Design seq_detector_prog, sky130hd; sources not shown.
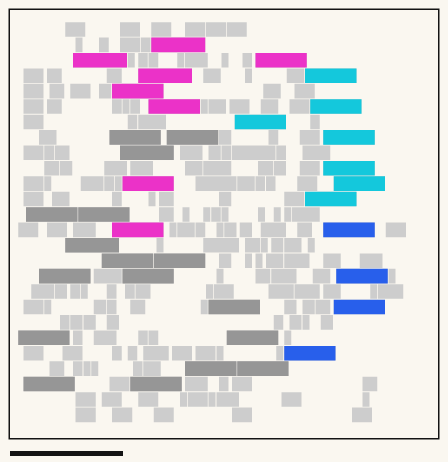
Fig. 1. Where the registers sit (run 1).
The bar under the picture is 20 um long. Other sequential cells in the stronger grey, the rest of the logic in the fainter grey.
Key: cyan = hist [flops 7]; blue = fill [flops 4]; magenta = pat [flops 8]
sequential share of cell area: 36.8%
Seq. pwr: 0.471 mW
Register Area: 907 um2
final core utilization: 47.9%

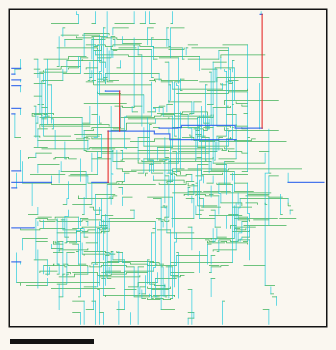
Fig. 2. Signal wires by layer (run 1).
The bar under the picture is 20 um long.
Key: green = metal 1 [wire length 2,000 um]; blue = metal 3 [wire length 104 um]; red = metal 4 [wire length 49.0 um]; cyan = metal 2 [wire length 1,730 um]
Tot GR Track Use: 16.1%
total wire length: 3880 um
DR vias: 1,497

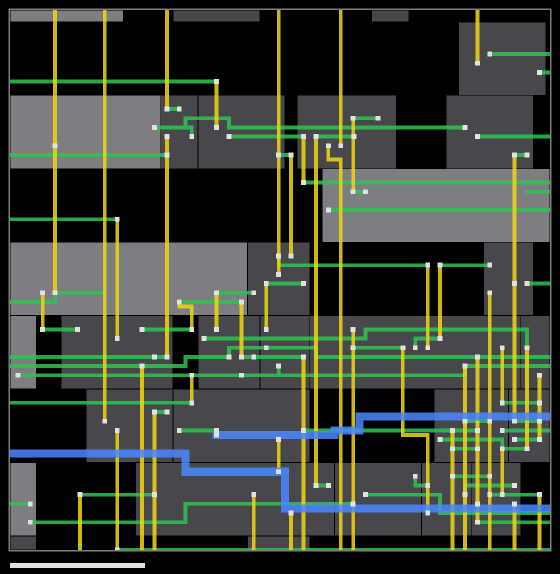
Fig. 3. Layout detail (run 1).
The bar under the picture is 5 um long. Region (28, 43) to (48, 63) um. Cells in grey, sequential cells in the stronger grey; small squares are vias.
Key: blue = metal 3; yellow = metal 2; green = metal 1
Sequential cells in the window: 3. Most frequent: xnor2_1 (5), dfrtp_1 (3). 23 logic cells have their middle in the window.

==> flow_metrics.py, run 1 <==
# Synthesis and PnR figures
metrics = {
    "outcome": {
        "status": "finished, final reports clean",
    },
    "pwr": {
        "maxPowerGroup": "registers",
        "p_per_area_nw_per_um2": 389,
        "switching_power_mw": 0.291,
        "power_frac_seq_pct": 49.2,
    },
    "route": {
        "vias_per_cell": 5.01,
        "dr.pass1.iters": 4,
    },
    "yosys": {
        "yosys_area_um2": 2000,
        "synth-xor-area-share_pct": 3.94,
        "synth_top_area_share_pct": 38.8,
        "common_cells": "31 x dfrtp_1, 19 x nand2_1, 16 x o21ai_0, 12 x inv_1",
    },
    "setup_path": {
        "crit_buf_inv": 1,
        "crit_chain": "ha_1 > nand3_1 > nor2_1 > clkdlybuf4s50_1",
        "path_max_fanout": 10,
        "arrival_ns": 2.26,
        "slowest_stage": "clkdlybuf4s50_1",
    },
    "global_route": {
        "grt_util_met2_pct": 22.7,
    },
    "place": {
        "hpwl_um": 2880,
        "portBuffers": 31,
    },
    "floorplan": {
        "core.rowCount": 26,
    },
    "clocking": {
        "postCtsSetupRepairBufs": 0,
    },
    "flow_run": {
        "maxCapViolations": 0,
    },
}
## Run 2: what changed since run 1
==> constraint.sdc (replaced) <==
create_clock -name clk -period 3.1 [get_ports clk]
set_input_delay 0.775 -clock clk [delete_from_list [all_inputs] [get_ports clk]]
set_output_delay 0.775 -clock clk [all_outputs]
set_load 0.02 [all_outputs]
==> run 2 against run 1 <==
Effect of this change: routed wire length grew 5.8%; critical path depth unchanged; area after synthesis is the same; count of clock-buffer cells in the layout rose by 3; design area up 2.9%; register-to-register slack lost 0.54 ns; non-clock buffer count up 7; combinational power grew 32%; sequential cell count unchanged; power increased by 28%; cell count increased by 2.3%; critical path type unchanged; largest power group unchanged; highest routed layer unchanged.
==> flow_metrics.py, run 2 <==
# Synthesis and PnR figures
metrics = {
    "cells_and_area": {
        "post-route-util_pct": 49.3,
        "seq_share_pct": 35.8,
        "flop_area_um2": 907,
    },
    "global_route": {
        "grt_util_met2_pct": 24.5,
    },
    "pwr": {
        "power_frac_seq_pct": 47.0,
        "maxPowerGroup": "registers",
        "switching_power_mw": 0.358,
        "pg_seq_mw": 0.577,
        "p_per_area_nw_per_um2": 485,
    },
    "place": {
        "portBuffers": 31,
        "hpwl_um": 3090,
    },
    "route": {
        "vias_per_cell": 5.04,
        "vias": 1542,
        "dr.pass1.iters": 4,
    },
    "setup_path": {
        "crit_buf_inv": 1,
        "path_max_fanout": 10,
        "crit_chain": "ha_1 > nand3_1 > nor2_2 > clkdlybuf4s50_1",
        "slowest_stage": "clkdlybuf4s50_1",
    },
    "yosys": {
        "synth_top_area_share_pct": 38.8,
        "common_cells": "31 x dfrtp_1, 19 x nand2_1, 16 x o21ai_0, 12 x inv_1",
        "synth-xor-area-share_pct": 3.94,
    },
    "flow_run": {
        "maxCapViolations": 0,
    },
    "outcome": {
        "status": "finished, final reports clean",
    },
}
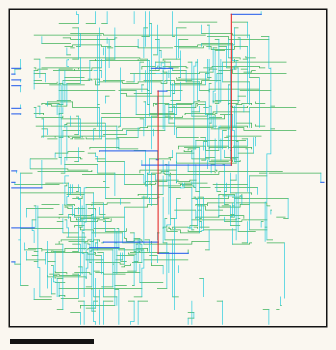
Fig. 4. Signal wires by layer (run 2).
The bar under the picture is 20 um long.
Key: green = metal 1 [wire length 2,080 um]; red = metal 4 [wire length 74.8 um]; cyan = metal 2 [wire length 1,860 um]; blue = metal 3 [wire length 104 um]
Tot GR Track Use: 16.3%
wire length per cell: 13.4 um
total wire length: 4110 um

No activity file was given, so power comes from the tool's default toggle rates.
